Fig. 1: routed clock nets over the placement
The bar under the picture is 20 um long.
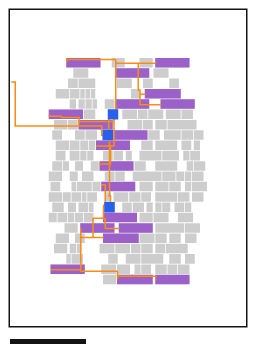
Fig. 2: clock wiring as the flow saved it
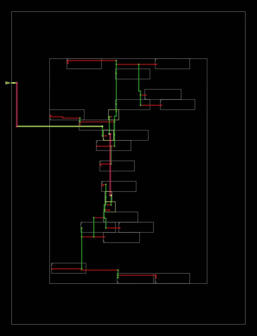
Fig. 3: metal 3
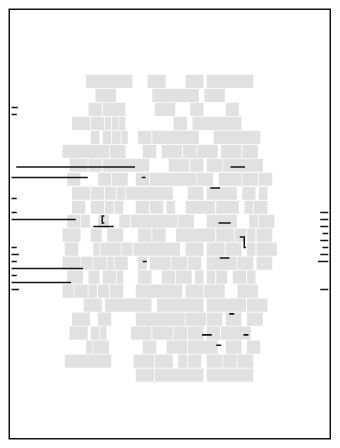
### src/rtl/hazard_ctl_pkg.sv
// hazard_ctl_pkg: shared state encodings and widths for the hvcore hazard controller
package hazard_ctl_pkg;
    typedef enum logic [1:0] {
        HZ_RUN       = 2'd0,
        HZ_DMEM_WAIT = 2'd1,
        HZ_FLUSH     = 2'd2
    } hz_state_e;
    localparam int REG_AW = 4;
endpackage

### src/rtl/hazard_ctl_if.sv
// hazard_ctl_if: decode/memory/write-back status in, pipeline control out
interface hazard_ctl_if import hazard_ctl_pkg::*; ();
    logic              instr_valid_i;
    logic              dec_ren_a_i;
    logic              dec_ren_b_i;
    logic [REG_AW-1:0] dec_reg_a_idx_i;
    logic [REG_AW-1:0] dec_reg_b_idx_i;
    logic              dec_wen_d_i;
    logic [REG_AW-1:0] dec_reg_d_idx_i;
    logic              change_pc_i;
    logic              dmem_en_i;
    logic              dmem_rdata_valid_i;
    logic              pc_halt_o;
    logic              dec_hold_o;
    logic              bubble_o;
    logic              flush_o;
    logic [1:0]        state_o;
    modport master (
        output instr_valid_i, dec_ren_a_i, dec_ren_b_i, dec_reg_a_idx_i, dec_reg_b_idx_i,
               dec_wen_d_i, dec_reg_d_idx_i, change_pc_i, dmem_en_i, dmem_rdata_valid_i,
        input  pc_halt_o, dec_hold_o, bubble_o, flush_o, state_o
    );
    modport slave (
        input  instr_valid_i, dec_ren_a_i, dec_ren_b_i, dec_reg_a_idx_i, dec_reg_b_idx_i,
               dec_wen_d_i, dec_reg_d_idx_i, change_pc_i, dmem_en_i, dmem_rdata_valid_i,
        output pc_halt_o, dec_hold_o, bubble_o, flush_o, state_o
    );
endinterface

### src/rtl/hz_scoreboard.sv
// hz_scoreboard: in-flight register-write shift register with RAW match against decode sources
module hz_scoreboard #(
    parameter int DEPTH = 3,
    parameter int AW    = 4
) (
    input  logic          clk,
    input  logic          rst_n,
    input  logic          freeze,
    input  logic          clr_young,
    input  logic          load_valid,
    input  logic [AW-1:0] load_idx,
    input  logic          ren_a,
    input  logic [AW-1:0] idx_a,
    input  logic          ren_b,
    input  logic [AW-1:0] idx_b,
    output logic          hazard
);
    logic [DEPTH-1:0] vld;
    logic [AW-1:0]    idx [DEPTH];
    // the oldest entry survives a redirect: it is the write retiring now
    always_ff @(posedge clk or negedge rst_n) begin
        if (!rst_n) begin
            vld <= '0;
            for (int i = 0; i < DEPTH; i++) idx[i] <= '0;
        end else if (clr_young) begin
            vld[DEPTH-2:0] <= '0;
        end else if (!freeze) begin
            vld    <= {vld[DEPTH-2:0], load_valid};
            idx[0] <= load_idx;
            for (int i = 1; i < DEPTH; i++) idx[i] <= idx[i-1];
        end
    end
    always_comb begin
        hazard = 1'b0;
        for (int i = 0; i < DEPTH; i++)
            hazard |= vld[i] & ((ren_a & (idx[i] == idx_a) & (|idx_a)) |
                                (ren_b & (idx[i] == idx_b) & (|idx_b)));
    end
endmodule

### src/rtl/hazard_ctl.sv
// hazard_ctl: stall/flush sequencing FSM for the fetch/decode/execute/write-back pipeline
module hazard_ctl import hazard_ctl_pkg::*; #(
    parameter int DEPTH        = 3,
    parameter int FLUSH_CYCLES = 2
) (
    input logic         clk,
    input logic         rst_n,
    hazard_ctl_if.slave bus
);
    localparam int             CW       = $clog2(FLUSH_CYCLES + 1);
    localparam logic [CW-1:0] CNT_LOAD = CW'(FLUSH_CYCLES - 1);
    hz_state_e       state, state_nxt;
    logic [CW-1:0]   cnt, cnt_nxt;
    logic            halt, hold, bub, fl, freeze, clr, hazard;
    hz_scoreboard #(.DEPTH(DEPTH), .AW(REG_AW)) u_sb (
        .clk        (clk),
        .rst_n      (rst_n),
        .freeze     (freeze),
        .clr_young  (clr),
        .load_valid (bus.dec_wen_d_i & ~bub & ~fl),
        .load_idx   (bus.dec_reg_d_idx_i),
        .ren_a      (bus.dec_ren_a_i),
        .idx_a      (bus.dec_reg_a_idx_i),
        .ren_b      (bus.dec_ren_b_i),
        .idx_b      (bus.dec_reg_b_idx_i),
        .hazard     (hazard)
    );
    always_ff @(posedge clk or negedge rst_n) begin
        if (!rst_n) begin
            state <= HZ_RUN;
            cnt   <= '0;
        end else begin
            state <= state_nxt;
            cnt   <= cnt_nxt;
        end
    end
    always_comb begin
        state_nxt = state;
        cnt_nxt   = cnt;
        halt      = 1'b0;
        hold      = 1'b0;
        bub       = 1'b0;
        fl        = 1'b0;
        freeze    = 1'b0;
        clr       = 1'b0;
        case (state)
            HZ_RUN: begin
                if (bus.change_pc_i) begin
                    state_nxt = HZ_FLUSH;
                    cnt_nxt   = CNT_LOAD;
                    clr       = 1'b1;
                end else if (bus.dmem_en_i && !bus.dmem_rdata_valid_i) begin
                    state_nxt = HZ_DMEM_WAIT;
                    halt      = 1'b1;
                    hold      = 1'b1;
                    freeze    = 1'b1;
                end else if (hazard) begin
                    halt = 1'b1;
                    hold = 1'b1;
                    bub  = 1'b1;
                end else if (!bus.instr_valid_i) begin
                    halt = 1'b1;
                    bub  = 1'b1;
                end
            end
            HZ_DMEM_WAIT: begin
                halt   = 1'b1;
                hold   = 1'b1;
                freeze = 1'b1;
                if (bus.change_pc_i) begin
                    state_nxt = HZ_FLUSH;
                    cnt_nxt   = CNT_LOAD;
                    clr       = 1'b1;
                end else if (bus.dmem_rdata_valid_i) begin
                    state_nxt = HZ_RUN;
                end
            end
            HZ_FLUSH: begin
                fl  = 1'b1;
                bub = 1'b1;
                if (bus.change_pc_i) begin
                    cnt_nxt = CNT_LOAD;
                    clr     = 1'b1;
                end else if (cnt == '0) begin
                    state_nxt = HZ_RUN;
                end else begin
                    cnt_nxt = cnt - 1'b1;
                end
            end
            default: state_nxt = HZ_RUN;
        endcase
    end
    // outputs are forced low while reset is held, independent of live inputs
    assign bus.pc_halt_o  = halt & rst_n;
    assign bus.dec_hold_o = hold & rst_n;
    assign bus.bubble_o   = bub & rst_n;
    assign bus.flush_o    = fl & rst_n;
    assign bus.state_o    = state;
endmodule

### src/flat_wrapper.sv
// flat-port wrapper written by rule: the top's interface ports become plain ports
module hazard_ctl_flat import hazard_ctl_pkg::*;
#(
    parameter int DEPTH        = 3,
    parameter int FLUSH_CYCLES = 2
)
  (clk, rst_n, bus_instr_valid_i, bus_dec_ren_a_i, bus_dec_ren_b_i, bus_dec_reg_a_idx_i, bus_dec_reg_b_idx_i, bus_dec_wen_d_i, bus_dec_reg_d_idx_i, bus_change_pc_i, bus_dmem_en_i, bus_dmem_rdata_valid_i, bus_pc_halt_o, bus_dec_hold_o, bus_bubble_o, bus_flush_o, bus_state_o);
  hazard_ctl_if bus_i ();
  input logic clk;
  input logic rst_n;
  input wire logic [$bits(bus_i.instr_valid_i)-1:0] bus_instr_valid_i;
  input wire logic [$bits(bus_i.dec_ren_a_i)-1:0] bus_dec_ren_a_i;
  input wire logic [$bits(bus_i.dec_ren_b_i)-1:0] bus_dec_ren_b_i;
  input wire logic [$bits(bus_i.dec_reg_a_idx_i)-1:0] bus_dec_reg_a_idx_i;
  input wire logic [$bits(bus_i.dec_reg_b_idx_i)-1:0] bus_dec_reg_b_idx_i;
  input wire logic [$bits(bus_i.dec_wen_d_i)-1:0] bus_dec_wen_d_i;
  input wire logic [$bits(bus_i.dec_reg_d_idx_i)-1:0] bus_dec_reg_d_idx_i;
  input wire logic [$bits(bus_i.change_pc_i)-1:0] bus_change_pc_i;
  input wire logic [$bits(bus_i.dmem_en_i)-1:0] bus_dmem_en_i;
  input wire logic [$bits(bus_i.dmem_rdata_valid_i)-1:0] bus_dmem_rdata_valid_i;
  output wire logic [$bits(bus_i.pc_halt_o)-1:0] bus_pc_halt_o;
  output wire logic [$bits(bus_i.dec_hold_o)-1:0] bus_dec_hold_o;
  output wire logic [$bits(bus_i.bubble_o)-1:0] bus_bubble_o;
  output wire logic [$bits(bus_i.flush_o)-1:0] bus_flush_o;
  output wire logic [$bits(bus_i.state_o)-1:0] bus_state_o;
  assign bus_i.instr_valid_i = bus_instr_valid_i;
  assign bus_i.dec_ren_a_i = bus_dec_ren_a_i;
  assign bus_i.dec_ren_b_i = bus_dec_ren_b_i;
  assign bus_i.dec_reg_a_idx_i = bus_dec_reg_a_idx_i;
  assign bus_i.dec_reg_b_idx_i = bus_dec_reg_b_idx_i;
  assign bus_i.dec_wen_d_i = bus_dec_wen_d_i;
  assign bus_i.dec_reg_d_idx_i = bus_dec_reg_d_idx_i;
  assign bus_i.change_pc_i = bus_change_pc_i;
  assign bus_i.dmem_en_i = bus_dmem_en_i;
  assign bus_i.dmem_rdata_valid_i = bus_dmem_rdata_valid_i;
  assign bus_pc_halt_o = bus_i.pc_halt_o;
  assign bus_dec_hold_o = bus_i.dec_hold_o;
  assign bus_bubble_o = bus_i.bubble_o;
  assign bus_flush_o = bus_i.flush_o;
  assign bus_state_o = bus_i.state_o;
  hazard_ctl #(.DEPTH(DEPTH), .FLUSH_CYCLES(FLUSH_CYCLES)) u_core (.clk(clk), .rst_n(rst_n), .bus(bus_i));
endmodule
### config.mk
export PLATFORM = sky130hd
export DESIGN_NAME = hazard_ctl_flat
export DESIGN_NICKNAME = d
export VERILOG_FILES = /design/src/rtl/hazard_ctl_pkg.sv /design/src/rtl/hazard_ctl_if.sv /design/src/rtl/hz_scoreboard.sv /design/src/rtl/hazard_ctl.sv /design/src/flat_wrapper.sv
export SDC_FILE = /design/constraint.sdc
export NUM_CORES = 1
export LEC_CHECK = 0
export CAP_MARGIN = 10
export CORE_ASPECT_RATIO = 1.5
export CORE_MARGIN = 10
export CORE_UTILIZATION = 45
export DETAILED_ROUTE_END_ITERATION = 8
export PLACE_DENSITY = 0.73
export SLEW_MARGIN = 20
export SYNTH_ARGS = -nofsm -noshare
export SYNTH_HDL_FRONTEND = slang
export SYNTH_SLANG_ARGS = --single-unit
### constraint.sdc
create_clock -name clk -period 2.1 [get_ports clk]
set_clock_uncertainty 0.15 [all_clocks]
set_input_delay 0.315 -clock clk [delete_from_list [all_inputs] [get_ports clk]]
set_output_delay 0.315 -clock clk [all_outputs]
set_load 0.02 [all_outputs]
==> notes.md <==
### Detailed routing
* 113 um — total length of routed met3 wires
* 15.9 um — Wirelength per Cell

### STA
* 0 — final count of pins violating max slew
* -156 ps — final worst setup slack
* 3 — number of endpoints failing setup at the final stage
* 79.6% — Max-slew headroom

### Final layout
* 44.0% — Comb area share
* 24.3% — Non-clock buffering overhead
* u_core.u_sb.idx (12), u_core.u_sb.vld (3) — leading registers by flop count
* 86 — MI comb cells
* 800 um^2 — Combinational Area
* 0 — antenna cells
* 6 — Signal inverters

### Power and ir drop
* 612 uW — power attributed to sequential cells
* 40.4% — part of the total power dissipated in sequential elements

### Status
* finished with violations — status
* negative setup slack — violated checks

### Synthesis
* dfrtp_1 (19), xor2_1 (14), mux2_1 (13) — list of most frequent post-synthesis cells

### Critical path
* 450 ps — peak per-stage delay on the critical path
* 1630 ps — CP required
* 1 — total buffers and inverters traversed by the critical path

About Fig. 1:
- cells driving clock nets: blue (count 3)
- clock wires: orange (length 236 um)
- flip-flops: purple (count 19)
- routed clock nets: 4

About Fig. 2:
Sinks on Clock Net: 19
clock distribution power: 185 uW
clock buffer count in the final layout: 3
Late-Pin Clk Latency: 300 ps

About Fig. 3:
- longest straight run: 22.8 um
- nets with wire on the layer: 30
- share of all routed wire: 3.4%
- wire length on this layer: 113 um

final timing paths:
check	from	endpoint	slack (ps)	cells after the start
max in group asynchronous	rst_n	u_core.u_sb.idx[1]	1290	3
worst min register to register	u_core.cnt[1]	u_core.cnt[1]	410	1
min in group clk	u_core.cnt[1]	u_core.cnt[1]	410	1
worst min-delay path	rst_n	u_core.bus.state_o[1]	290	2
worst max register to register	u_core.bus.state_o[0]	u_core.u_sb.idx[0]	320	6
worst max-delay path	u_core.u_sb.idx[4]	bus_dec_hold_o	-160	5
worst register-to-register path, stage by stage, from the launching register on:
cell     delay [ps]
dfrtp_1         460
a21oi_2          60
buf_4           140
buf_4           130
o21ai_1         170
buf_4           210
mux2_1          350
Power figures rest on the tool's default switching activity, not on a simulated workload.
